## src/rtl/bcd_pkg.sv

```systemverilog
// Shared definitions for the binary-to-BCD converters.
//   BCD_DIGIT_W    : bits per BCD digit
//   bcd_state_t    : converter control states (IDLE / CONVERT / DONE)
//   bcd_digits_for : minimum digit count that holds every value of a given binary width
package bcd_pkg;

    localparam int BCD_DIGIT_W = 4;

    typedef enum logic [1:0] {
        IDLE    = 2'd0,
        CONVERT = 2'd1,
        DONE    = 2'd2
    } bcd_state_t;

    // Count the decimal digits of the largest unsigned value of 'width' bits.
    function automatic int bcd_digits_for(input int width);
        longint unsigned max_v;
        int              n;
        max_v = (64'd1 << width) - 64'd1;
        n     = 0;
        while (max_v != 64'd0) begin
            max_v = max_v / 64'd10;
            n     = n + 1;
        end
        if (n == 0) begin
            n = 1;
        end else begin
            n = n;
        end
        return n;
    endfunction

endpackage

```

## src/rtl/bcd_dabble_step.sv

```systemverilog
// One double-dabble iteration: every BCD digit that is above 4 gets 3 added,
// then the whole {bcd, binary} scratch word shifts left by one bit.
// Ports:
//   scratch      : current {bcd digits, remaining binary bits}
//   scratch_next : scratch after adjust-and-shift
//   shift_out    : bit shifted out of the top BCD digit (decimal carry past the last digit)
module bcd_dabble_step
    import bcd_pkg::*;
#(
    parameter int BIN_W  = 16,
    parameter int DIGITS = 5
) (
    input  logic [BCD_DIGIT_W*DIGITS+BIN_W-1:0] scratch,
    output logic [BCD_DIGIT_W*DIGITS+BIN_W-1:0] scratch_next,
    output logic                                shift_out
);

    localparam int SCR_W = BCD_DIGIT_W * DIGITS + BIN_W;

    logic [SCR_W-1:0] adj_s;

    // Parallel add-3 on every digit, then the one-bit left shift.
    always_comb begin
        adj_s = scratch;
        for (int d = 0; d < DIGITS; d++) begin
            if (scratch[BIN_W + BCD_DIGIT_W*d +: BCD_DIGIT_W] > 4'd4) begin
                adj_s[BIN_W + BCD_DIGIT_W*d +: BCD_DIGIT_W] =
                    scratch[BIN_W + BCD_DIGIT_W*d +: BCD_DIGIT_W] + 4'd3;
            end else begin
                adj_s[BIN_W + BCD_DIGIT_W*d +: BCD_DIGIT_W] =
                    scratch[BIN_W + BCD_DIGIT_W*d +: BCD_DIGIT_W];
            end
        end
        shift_out    = adj_s[SCR_W-1];
        scratch_next = {adj_s[SCR_W-2:0], 1'b0};
    end

endmodule

```

## src/rtl/bin2bcd_param.sv

```systemverilog
// Multi-cycle binary-to-BCD converter (shift-and-add-3), one iteration per clock.
// Ports:
//   clk       : rising-edge clock
//   reset     : synchronous active-low reset
//   en        : start request, honoured only when idle
//   is_signed : treat bin as two's complement (sampled with en)
//   bin       : binary operand (sampled with en)
//   bcd_out   : result digits, digit 0 (ones) in bits [3:0]
//   sign      : result was negative (signed mode only)
//   ovf       : magnitude exceeded DIGITS digits; bcd_out is the value modulo 10^DIGITS
//   busy      : conversion in progress
//   rdy       : one-cycle pulse when bcd_out/sign/ovf have just been updated
module bin2bcd_param
    import bcd_pkg::*;
#(
    parameter int BIN_W  = 16,
    parameter int DIGITS = 5
) (
    input  logic                          clk,
    input  logic                          reset,
    input  logic                          en,
    input  logic                          is_signed,
    input  logic [BIN_W-1:0]              bin,
    output logic [BCD_DIGIT_W*DIGITS-1:0] bcd_out,
    output logic                          sign,
    output logic                          ovf,
    output logic                          busy,
    output logic                          rdy
);

    localparam int BCD_W = BCD_DIGIT_W * DIGITS;
    localparam int SCR_W = BCD_W + BIN_W;
    localparam int CNT_W = $clog2(BIN_W + 1);
    localparam logic [CNT_W-1:0] LAST_CNT = CNT_W'(BIN_W - 1);

    bcd_state_t       state_r;
    bcd_state_t       state_nxt_s;
    logic [CNT_W-1:0] cnt_r;
    logic [SCR_W-1:0] scratch_r;
    logic [SCR_W-1:0] step_next_s;
    logic             step_out_s;
    logic             sign_pend_r;
    logic             ovf_pend_r;
    logic             neg_s;
    logic [BIN_W-1:0] mag_s;

    bcd_dabble_step #(
        .BIN_W  (BIN_W),
        .DIGITS (DIGITS)
    ) u_step (
        .scratch      (scratch_r),
        .scratch_next (step_next_s),
        .shift_out    (step_out_s)
    );

    // State register.
    always_ff @(posedge clk) begin
        if (!reset) begin
            state_r <= IDLE;
        end else begin
            state_r <= state_nxt_s;
        end
    end

    // Next-state logic: the last iteration is the one that sees cnt_r == BIN_W-1.
    always_comb begin
        state_nxt_s = state_r;
        case (state_r)
            IDLE: begin
                if (en) begin
                    state_nxt_s = CONVERT;
                end else begin
                    state_nxt_s = IDLE;
                end
            end
            CONVERT: begin
                if (cnt_r == LAST_CNT) begin
                    state_nxt_s = DONE;
                end else begin
                    state_nxt_s = CONVERT;
                end
            end
            DONE:    state_nxt_s = IDLE;
            default: state_nxt_s = IDLE;
        endcase
    end

    // Operand magnitude; the most negative value negates to itself, which is
    // the correct unsigned magnitude 2^(BIN_W-1).
    always_comb begin
        neg_s = is_signed & bin[BIN_W-1];
        if (neg_s) begin
            mag_s = ~bin + {{(BIN_W-1){1'b0}}, 1'b1};
        end else begin
            mag_s = bin;
        end
    end

    // Datapath and registered outputs.
    always_ff @(posedge clk) begin
        if (!reset) begin
            cnt_r       <= '0;
            scratch_r   <= '0;
            sign_pend_r <= 1'b0;
            ovf_pend_r  <= 1'b0;
            bcd_out     <= '0;
            sign        <= 1'b0;
            ovf         <= 1'b0;
            busy        <= 1'b0;
            rdy         <= 1'b0;
        end else begin
            rdy <= 1'b0;
            case (state_r)
                IDLE: begin
                    if (en) begin
                        scratch_r   <= {{BCD_W{1'b0}}, mag_s};
                        sign_pend_r <= neg_s;
                        ovf_pend_r  <= 1'b0;
                        cnt_r       <= '0;
                        busy        <= 1'b1;
                    end else begin
                        busy <= 1'b0;
                    end
                end
                CONVERT: begin
                    scratch_r  <= step_next_s;
                    ovf_pend_r <= ovf_pend_r | step_out_s;
                    cnt_r      <= cnt_r + CNT_W'(1);
                end
                DONE: begin
                    bcd_out <= scratch_r[SCR_W-1 -: BCD_W];
                    sign    <= sign_pend_r;
                    ovf     <= ovf_pend_r;
                    rdy     <= 1'b1;
                    busy    <= 1'b0;
                end
                default: begin
                    busy <= 1'b0;
                end
            endcase
        end
    end

endmodule

```

## config.mk

```make
export PLATFORM = sky130hd
export DESIGN_NAME = bin2bcd_param
export DESIGN_NICKNAME = d
export VERILOG_FILES = /design/src/rtl/bcd_pkg.sv /design/src/rtl/bcd_dabble_step.sv /design/src/rtl/bin2bcd_param.sv
export SDC_FILE = /design/constraint.sdc
export NUM_CORES = 1
export LEC_CHECK = 0
export CORE_AREA = 3 3 80 82
export CTS_CLUSTER_DIAMETER = 40
export CTS_CLUSTER_SIZE = 30
export DETAILED_ROUTE_END_ITERATION = 10
export DIE_AREA = 0 0 83 85
export PLACE_DENSITY = 0.82
export SKIP_LAST_GASP = 1
export SYNTH_ARGS = -nofsm -noshare
export SYNTH_HDL_FRONTEND = slang
export SYNTH_SLANG_ARGS = --single-unit
```

## constraint.sdc

```tcl
create_clock -name clk -period 3.2 [get_ports clk]
set_input_delay 0.64 -clock clk [delete_from_list [all_inputs] [get_ports clk]]
set_output_delay 0.64 -clock clk [all_outputs]
set_load 0.005 [all_outputs]
```

### Sequential cells coloured by netlist name, run 1

Scale: 4 px per um. Other sequential cells in the stronger grey, the rest of the logic in the fainter grey.
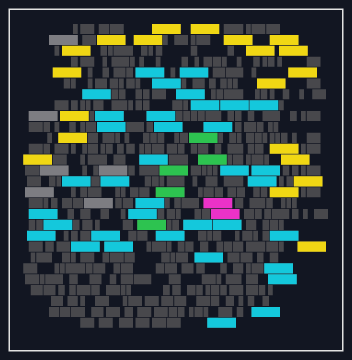
Key: scratch_r = cyan [flops 36]; state_r = magenta [flops 2]; bcd_out = yellow [flops 20]; cnt_r = green [flops 5, where middle]

### Met3 routing, run 1

Scale: 6 px per um.
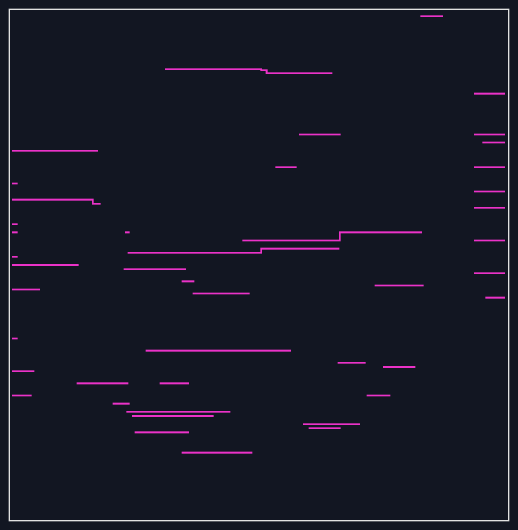
The wires run mostly horizontal. The longest straight run is 23.9 um.

==> changes_impl.md, run 1 <==
### Implementation results

* Run status: complete, no violations
* CTS Root Cell: clkbuf_8
* Synth async-reset ratio at 0%
* Yosys synthesis chip area at 3330 um^2
* Top layer in use: met4
* First-pass GRT wire length at 12800 um
* Tmin final at around 2400 ps
* Actual transition at the worst max-transition pin at roughly 1200 ps
* Critical path depth at 6
* H-tree depth at 3
* Initial core utilization at 57.2%
* # DRC at 0
* Final Hold Fails at 0
* Die height at around 85 um
* DP Area at 3760 um^2
* Fmax at between 0.4 and 0.5 GHz
* WHS Endpoint: bcd_out[4]
* Synth warn at 0
* Post-cts hold buffer count at 0
* R2R setup slack at 1100 ps
* Part of the cycle the worst path needs at ~76%
* Worst Path Buf+Inv at 2
* Worst IR drop on VDD at just over 0.4 mV
* EDFF count, synth at 0
* Leak at about 1.3 nW
* Final HPWL DP at around 5000 um
* Crit path launch: en
* Gr ovfl total at 0
* Reg-to-reg critical path startpoint: state_r[0]
* Clock Latency Late Sink at roughly 350 ps
* Setup TNS at 0 ps
* Clock Pin Slew Worst Setup and Hold Paths at 80 ps
* Ports at approximately 44
* Final ANT Viol Nets at 0
* Crit end category: register
* Finish-stage setup viols at 0
* Core area at ~5800 um^2
* WL met3 at approximately 350 um
* Cell type with the largest total area: dfxtp_1
### Wiring heat map, run 1

Scale: 4 px per um. 17 x 17 tiles, from black (low) to pale yellow (high), scaled to the fullest tile. Values are wire area over tile area, all layers added.
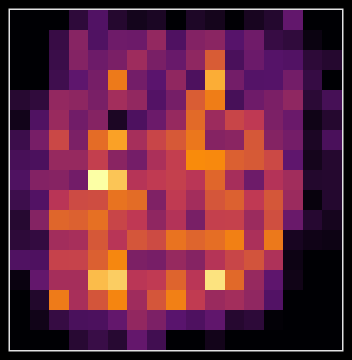
24% of the tiles are over half the peak. The fullest tile reaches 0.52. The mean over all tiles is 0.17. 14% of the tiles are nearly empty. The densest ninth of the die: middle. The emptiest ninth of the die: bottom right.
Routed WL per cell: 14.1 um
via count: 3074
total routed wirelength: 7430 um
GR Util All Layers: 21.6%

[run 1: through the flow]
stage	util, %	total power [mW]	setup slack, ps	cells
3_5_place_dp	64.7	1.09	416	510
2_1_floorplan	-	1.03	1380	414
6_report	67.6	1.70	760	526
4_1_cts	67.6	1.71	760	526
5_1_grt	67.6	1.77	591	526
3_3_place_gp	64.7	1.09	480	510
[run 1: Yosys cell counts (2+ instances only)]
cell	n
mux2_2	5
nand3b_1	2
clkbuf_1	14
o21ai_0	22
dfxtp_1	69
a32oi_1	5
or3_1	7
nand3_1	13
a311o_1	2
nor2_1	32
nand2_1	61
xnor2_1	7
o311ai_0	6
nor3_1	8
o22ai_1	5
and3_1	5
o211a_1	2
buf_6	2
nor4_1	2
buf_2	10
inv_1	17
o221ai_1	2
nor3_2	2
a21oi_1	50
nand2b_1	3
a31oi_1	6
and2_1	2
nand4b_1	2
nor2b_1	9
a41oi_1	3
nor3b_1	2
buf_4	2
a22oi_1	12
mux2i_1	2
ha_1	8
[run 1: tightest hold or removal path, cell delays in order, from the launching register on]
cell and delay (ps):
dfxtp_1 310, nand2_1 50, a21oi_1 50
[run 1: layout by cell type, fill, tap and decap left out, types with 2 or more instances in the layout]
cell	instances
o22ai_1	5
nand3_1	13
a41oi_1	3
xnor2_1	7
nor4_1	2
inv_1	16
a22oi_1	12
clkinvlp_4	3
nand2b_1	3
clkdlybuf4s50_1	43
nand3b_1	2
nor3b_1	2
a32oi_1	5
nand4b_1	2
and2_1	2
o21ai_0	22
o211a_1	2
nor2b_1	8
mux2_2	5
a31oi_1	6
o221ai_1	2
dfxtp_1	69
a21oi_1	50
or3_1	7
nor3_2	2
a311o_1	2
clkbuf_8	9
mux2i_1	2
clkinv_2	2
and3_1	5
o311ai_0	6
nor3_1	8
ha_1	8
buf_4	6
nor2_1	32
nand2_1	61
[run 1: registers in the layout, indices dropped and copies added, names as in the netlist]
register and flops:
scratch_r 36, bcd_out 20, cnt_r 5, state_r 2, busy 1, ovf 1, ovf_pend_r 1, rdy 1
sign 1, sign_pend_r 1
[run 1: routing by layer]
layer	up-vias	GRT usage (%)
li1	1538	-
met5	-	0
met2	66	35.8
met4	0	9.06
met3	9	4.95
met1	1461	27.2
[run 1: cells by family after synthesis]
| family | Yosys count | share of synthesized area [%] |
|---|---|---|
| adders and majority gates | 8 | 3.01 |
| and+or+nand+nor | 156 | 22.6 |
| AOI/OAI and AO/OA | 122 | 22.6 |
| xor gates and xnor gates | 7 | 1.84 |
| buffers and inverters | 45 | 6.13 |
| muxes | 7 | 2.29 |
| DFF | 69 | 41.5 |
[run 1: where the power goes]
part           total [mW]  internal [mW]  leakage [nW]  switching [mW]
Clock               0.625          0.281        0.0816           0.344
Sequential          0.895          0.880         0.559          0.0145
Combinational       0.179         0.0714         0.698           0.107
Total                1.70           1.23          1.34           0.465
[run 1: final cells by class]
cell class | instances | area (um^2)
Clock inverter | 7 | 50.0
Fill cell | 509 | 1880
Timing Repair Buffer | 49 | 475
Inverter | 17 | 63.8
Clock buffer | 9 | 124
Multi-Input combinational cell | 300 | 1750
Sequential cell | 69 | 1380
Tap cell | 75 | 93.8
### Cells by drive strength, run 1

Scale: 6 px per um.
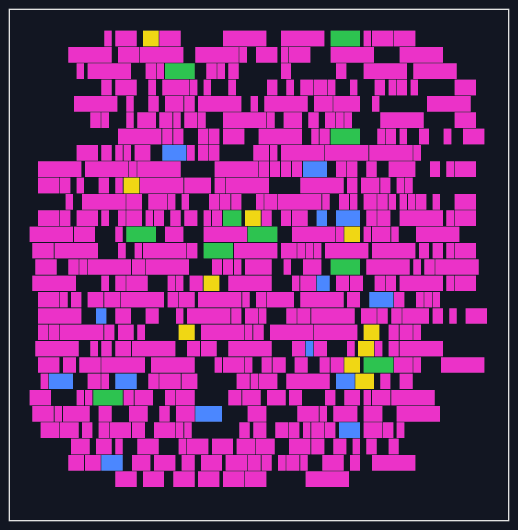

==> inputs of run 2 (changes only) <==
Settings changed: CORE_AREA 3 3 80 82 to 3 3 82 84, DIE_AREA 0 0 83 85 to 0 0 85 87, PLACE_DENSITY 0.82 to 0.78.
Clock period 3.2 ns to 2.3 ns, I/O delays scaled along.
### Cells by drive strength, run 2

Scale: 6 px per um.
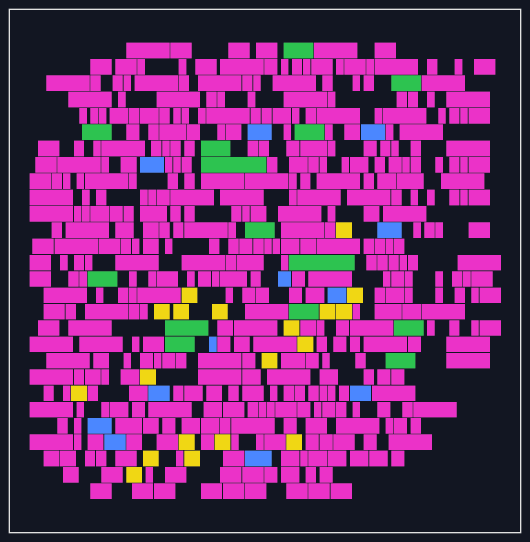
Key: x6 and larger = green [cells 14]; x3 and x4 = yellow [cells 19]; x2 = blue [cells 12]; x1 and smaller = magenta [cells 419]
post-route cell area: 4100 um^2
Final WS setup: 414 ps
Area Growth Syn to Fin: 23.1%
Signal buffers: 62

==> run 2 against run 1 <==
Net effect: via count stayed put; hold slack worse by 3.7 ps; sequential share of layout area shrank 1.4 points; sequential power up about 40%; sequential cell count is the same; largest cell class unchanged; non-clock buffer count grew 13; global-route usage increased by 0.32 points; clock skew is 4.9 ps lower; total power rose by 54%.
==> changes_impl.md, run 2 <==
### Implementation results

* Final HPWL DP at 5110 um (+1.3%)
* Core area at 5990 um^2 (+3.0%)
* Tmin final at between 1500 and 2000 ps
* Ys cells at 414
* Fill count at 476 (-6.5%)
* Die width at between 80 and 90 um
* Part of the cycle the worst path needs at between 80 and 90%
* GR Util All Layers at 21.9% (+0.32 points)
* Routed WL per cell at 13.9 um (-1.2%)
* Die height at 87 um (+2.4%)
* Finish-stage setup viols at 0 (unchanged)
* Num CTS Buffers at 9
* Worst IR drop on VDD at 0.431 mV (+7.0%)
* Critical Path Max Stage Delay at 430 ps
* Actual transition at the worst max-transition pin at 830 ps (-339 ps)
* Gr ovfl total at 0 (unchanged)
* Most instantiated logic cells after routing: dfxtp_1 (69), nand2_1 (61), a21oi_1 (50), clkdlybuf4s50_1 (43), nor2_1 (32)
* Critical path launch point type: input pin
* CP max FO at 5
* DR pass1 iterations at 4
* Post-CTS sizing at 0
* Cell type with the largest total area: dfxtp_1
* Final Hold Fails at 0 (unchanged)
* Post-cts hold buffer count at 0 (unchanged)
* Synth warn at 0 (unchanged)
* Top cell excl fill/tap: dfxtp_1
* Crit end category: register
* Crit-path leading delay family: simple AND/OR/NAND/NOR gates
* EDFF count, synth at 0 (unchanged)
* Run status: complete, no violations
* DR WL met2 at between 3000 and 4000 um
* Worst path required time at about 2500 ps
* # DRC at 0 (unchanged)
* Yosys synthesis chip area at 3330 um^2 (unchanged)
* Top layer in use: met4
* Initial antenna violation count at 0
* CTS tree: built
* Worst Path Buf+Inv at 2 (unchanged)
* Reg-to-reg critical path startpoint: state_r[0]
* WL met3 at 344 um (-1.4%)
* Fin cells at 539 (+2.5%)
* R2r worst-path depth at 6
* First-pass GRT wire length at 13200 um (+3.7%)
* Setup TNS at 0 ps (unchanged)
* Dpl cells at 523 (+2.5%)
* Biggest register: scratch_r
* Worst Path Arrival at approximately 2100 ps
* Worst min path class: reg2reg
* Worst hold slack at about 450 ps
* Number of global-route vias before repair at 3004
* Final tally of max-slew violations at 0
* Slew margin rel. at about 45%
* Total routed wirelength at 7520 um (+1.3%)
* R2R setup slack at 510 ps (-590 ps)
* Cell breakdown of the critical path: clkdlybuf4s50_1, inv_1, ha_1, nor2b_1, nand4_1, mux2i_1, or3_1
* Top Registers: scratch_r: 36 flops, bcd_out: 20 flops, cnt_r: 5 flops
* Nets at Floorplan at approximately 440
* Die area at 7400 um^2
* End of the worst register-to-register path: scratch_r[9]
* Post-synth top cells: dfxtp_1 (69), nand2_1 (61), a21oi_1 (50)
* Synth async-reset ratio at 0% (unchanged)
* Clock Latency Late Sink at 340 ps (about the same)
* CTS Root Cell: clkbuf_8
* Final ANT Viol Nets at 0 (unchanged)
* H-tree depth at 3 (unchanged)
* WHS Endpoint: bcd_out[4]
* Leak at 1.43 nW (+7.2%)
* Initial core utilization at 55.6% (-1.7 points)
* Via count at 3074 (unchanged)
* CTS sink cnt at a little under 70
* Pwr Total at 2.62 mW (+54%)
* Synth Area per Inst at approximately 8.0 um^2
* Count leader, synth: dfxtp_1
* Ports at 44 (unchanged)
* Max reg flops at 36 (unchanged)
* Clock Pin Slew Worst Setup and Hold Paths at 70 ps (about the same)
* Worst hold path depth at 2
* Fmax at around 0.53 GHz
* CTS Buffer Depth at 2
### Sequential cells coloured by netlist name, run 2

Scale: 4 px per um. Other sequential cells in the stronger grey, the rest of the logic in the fainter grey.
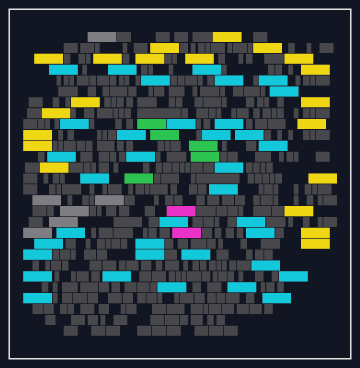
Key: state_r = magenta [flops 2]; cnt_r = green [flops 5, where middle]; scratch_r = cyan [flops 36]; bcd_out = yellow [flops 20]
Core Util, Final: 68.4%
Seq area share: 33.7%
sequential cell area: 1380 um^2
P_seq: 1.25 mW

## run 2: netlist changes by cell type in the layout (fill, tap and decap cells not counted), moves of 2 or more
| cell | previous run | this run |
|---|---|---|
| clkinv_2 | 2 | 0 |
| clkbuf_8 | 9 | 11 |
| buf_4 | 6 | 18 |
| clkinvlp_4 | 3 | 1 |
| bufinv_16 | 0 | 2 |
| clkbuf_1 | 0 | 2 |
## run 2: metrics by stage
stage / setup WS, ps / cell area [um^2]
floorplan: 660 / 3330
global placement: 84.8 / 3870
detailed placement: 73.8 / 3870
CTS: 446 / 4100
global route: 331 / 4100
finish: 414 / 4100
## run 2: cell families (layout without fill, tap and decap cells)
family,Yosys count,count (layout),synth area share [%]
AND/OR/NAND/NOR,156,156,22.6
XOR/XNOR,7,7,1.84
adder cells (fa/ha/maj),8,8,3.01
multiplexers,7,7,2.29
AND-OR/OR-AND,122,122,22.6
flip-flops,69,69,41.5
buffers and inverters,45,95,6.13
## run 2: metal layers
metal / vias to the layer above / track usage (%)
met5: - / 0
met1: 1438 / 26.5
li1: 1559 / -
met3: 7 / 6.15
met2: 70 / 37.4
met4: 0 / 7.63
## run 2: final cells by class
| type | count | area (um^2) | area share [%] |
|---|---|---|---|
| Multi-Input combinational cell | 300 | 1750 | 42.6 |
| Tap cell | 75 | 93.8 | 2.29 |
| Clock inverter | 3 | 67.6 | 1.65 |
| Inverter | 17 | 63.8 | 1.56 |
| Timing Repair Buffer | 62 | 586 | 14.3 |
| Clock buffer | 13 | 159 | 3.88 |
| Sequential cell | 69 | 1380 | 33.7 |
## run 2: worst max-delay path by stage
stage | from | to | slack, ps | cells past startpoint
after global routing | state_r[0] | scratch_r[9] | 330 | 6
after floorplan | bin[9] | scratch_r[14] | 660 | 4
final | bin[0] | scratch_r[14] | 410 | 7
after CTS | bin[0] | scratch_r[14] | 450 | 7
after global placement | bin[0] | scratch_r[14] | 80 | 7
after detailed placement | bin[0] | scratch_r[14] | 70 | 7
## run 2: where the power goes
group	internal, mW	leakage, nW	switching, mW
clock	0.671	0.110	0.434
combinational	0.116	0.766	0.154
sequential	1.23	0.559	0.0204
total	2.01	1.43	0.608
## run 2: worst reg2reg max path, stage by stage, from the launching register on
cell and delay (ps):
dfxtp_1 460, nor2b_2 210, buf_4 330, nor2_1 120, buf_4 220, a222oi_1 230, a21oi_1 100
### Wiring heat map, run 2

Scale: 4 px per um. 17 x 17 tiles, from black (low) to pale yellow (high), scaled to the fullest tile. Values are wire area over tile area, all layers added.
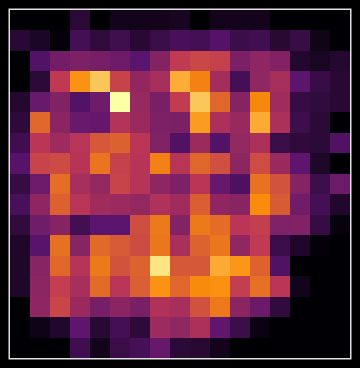

==> inputs of run 3 (changes only) <==
Settings changed: CORE_AREA 3 3 82 84 to 3 3 87 89, DIE_AREA 0 0 85 87 to 0 0 90 92, PLACE_DENSITY 0.78 to 0.73.
Clock period 2.3 ns to 1.72 ns, I/O delays scaled along.
### Wiring heat map, run 3

Scale: 4 px per um. 18 x 18 tiles, from black (low) to pale yellow (high), scaled to the fullest tile. Values are wire area over tile area, all layers added.
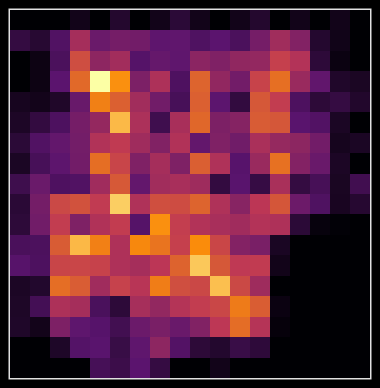
The mean over all tiles is 0.15. The emptiest ninth of the die: bottom right. 20% of the tiles are over half the peak.

==> run 3 against run 2 <==
Net effect: clock-buffer cell count down 3; via count up 4.4%; hold slack about the same; final cell count up 8.3%; critical endpoint unchanged.
==> changes_impl.md, run 3 <==
### Implementation results

* Ports at 44 (unchanged)
* Cell breakdown of the critical path: clkdlybuf4s50_1, inv_1, ha_1, nor2b_4, nand4_1, mux2i_1, or3_1
* DR pass1 iterations at 4 (unchanged)
* CTS Buffer Depth at 2 (unchanged)
* Leak at 1.57 nW (+9.1%)
* Actual transition at the worst max-transition pin at 419 ps (-411 ps)
* Via count at 3210 (+4.4%)
* Worst min path class: reg2reg
* Number of global-route vias before repair at 3106 (+3.4%)
* CTS tree: built
* Top Registers: scratch_r: 36 flops, bcd_out: 20 flops, cnt_r: 5 flops
* Final Hold Fails at 0 (unchanged)
* Max reg flops at 36 (unchanged)
* Dpl cells at 568 (+8.6%)
* Area Growth Syn to Fin at 30.5%
* H-tree depth at 3 (unchanged)
* Worst Path Arrival at 1890 ps (-220 ps)
* Most instantiated logic cells after routing: dfxtp_1 (69), nand2_1 (61), a21oi_1 (50), clkdlybuf4s50_1 (43), buf_4 (40)
* Num CTS Buffers at 9 (unchanged)
* Core area at 6830 um^2 (+14%)
* Critical path launch point type: input pin
* Slew margin rel. at 71.7% (+27 points)
* Critical Path Max Stage Delay at 440 ps (about the same)
* Run status: complete, no violations
* Count leader, synth: dfxtp_1
* Ys cells at 414 (unchanged)
* DP Area at 4090 um^2 (+5.7%)
* Clock Latency Late Sink at 340 ps (about the same)
* Cell type with the largest total area: dfxtp_1
* Total routed wirelength at 8140 um (+8.3%)
* First-pass GRT wire length at 13900 um (+5.5%)
* CTS sink cnt at 69 (unchanged)
* Final HPWL DP at 5470 um (+7.1%)
* Post-synth top cells: dfxtp_1 (69), nand2_1 (61), a21oi_1 (50)
* Tmin final at between 1500 and 2000 ps
* Top cell excl fill/tap: dfxtp_1
* Die area at 8280 um^2 (+12%)
* Synth warn at 0 (unchanged)
* Routed WL per cell at 13.9 um (about the same)
* Initial core utilization at 48.7% (-6.8 points)
* Synth Area per Inst at 8.04 um^2 (unchanged)
* Fill count at 598 (+26%)
* Post-cts hold buffer count at 0 (unchanged)
* Worst path required time at 1950 ps (-570 ps)
* # DRC at 0 (unchanged)
* Final ANT Viol Nets at 0 (unchanged)
* Fmax at between 0.6 and 0.7 GHz
* Part of the cycle the worst path needs at just under 100%
* Yosys synthesis chip area at 3330 um^2 (unchanged)
* Gr ovfl total at 0 (unchanged)
### Cells by drive strength, run 3

Scale: 4 px per um.
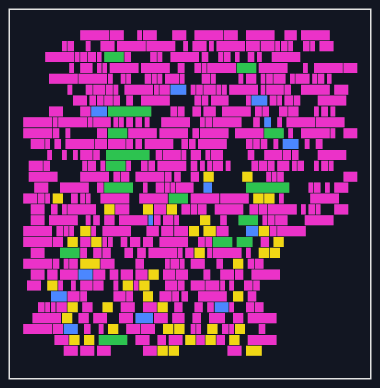
Key: x2 = blue [cells 13]; x3 and x4 = yellow [cells 44]; x1 and smaller = magenta [cells 416]; x6 and larger = green [cells 15]
post-route cell area: 4340 um^2
Signal buffers: 86

-- run 3: cell count changes in the layout (fill, tap and decap cells not counted), sizes merged --
cell    before  now
buf         19   43
clkinv       0    2
bufinv       2    3
clkbuf      13   10
-- run 3: final timing paths --
check | start | depth (start not counted) | endpoint | slack, ps
setup / recovery | bin[0] | 7 | scratch_r[14] | 60
hold / removal | bcd_out[0] | 2 | bcd_out[0] | 450
setup reg to reg | state_r[1] | 6 | scratch_r[31] | 160
hold reg to reg | bcd_out[0] | 2 | bcd_out[0] | 450
-- run 3: worst reg2reg max path: stages, from the launching register on --
cell and delay [ps]:
dfxtp_1 490, nor3b_1 100, buf_4 150, nor2_1 250, buf_4 260, o21ai_0 120, a21oi_1 140
-- run 3: metrics by stage --
stage                     utilization (%)  setup slack, ps  hold WS [ps]
after CTS                            63.4             24.5           457
after global routing                 63.6            -20.5           479
after detailed placement             59.9             -451           446
after floorplan                         -              196           432
final                                63.6             61.1           452
after global placement               59.9             -345           441
-- run 3: cell type report --
class	count	area [um^2]	area share, %
clock buffers	10	128	2.94
clock inverters	6	111	2.56
well taps	96	120	2.77
repair buffers	86	782	18.0
flip-flops and latches	69	1380	31.8
inverters	17	63.8	1.47
multi-input cells	300	1760	40.4
-- run 3: logic make-up after synthesis --
| kind of cell | after synthesis | synth area share [%] |
|---|---|---|
| buffers and inverters | 45 | 6.13 |
| and+or+nand+nor | 156 | 22.6 |
| adders and majority gates | 8 | 3.01 |
| AOI/OAI and AO/OA | 122 | 22.6 |
| xor gates and xnor gates | 7 | 1.84 |
| muxes | 7 | 2.29 |
| DFF | 69 | 41.5 |
-- run 3: metal layers --
| metal | vias up | track usage, % | wire, um |
|---|---|---|---|
| met2 | 82 | 35.3 | 4010 |
| met1 | 1501 | 25.0 | 3700 |
| met4 | 0 | 9.69 | 144 |
| met5 | - | 0 | 0 |
| li1 | 1612 | - | - |
| met3 | 15 | 3.61 | 293 |
-- run 3: power by group --
part	leakage [nW]	total (mW)	internal, mW	switching (mW)
sequential	0.559	1.67	1.64	0.0298
clock	0.116	1.58	0.963	0.618
combinational	0.890	0.424	0.203	0.221
total	1.57	3.67	2.80	0.868

==> notes/layouts.md <==
Pictures saved along the way, in no particular order.

Clock nets.
image #1
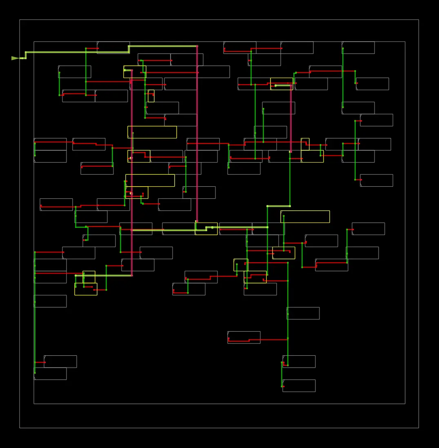
image #2
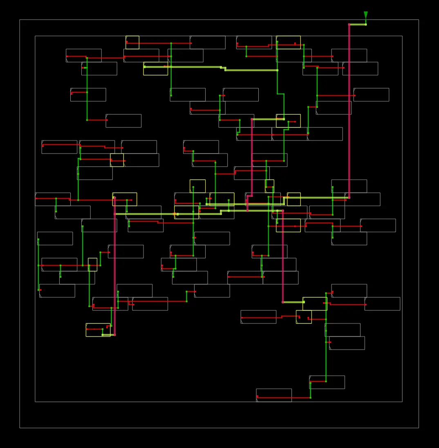
image #3
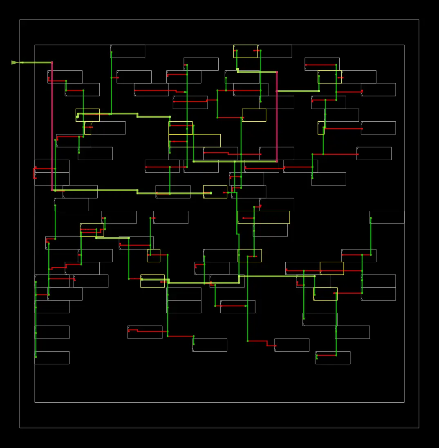
run 3: image #1
run 1: image #2
run 2: image #3

Power and IR drop assume default switching activity.
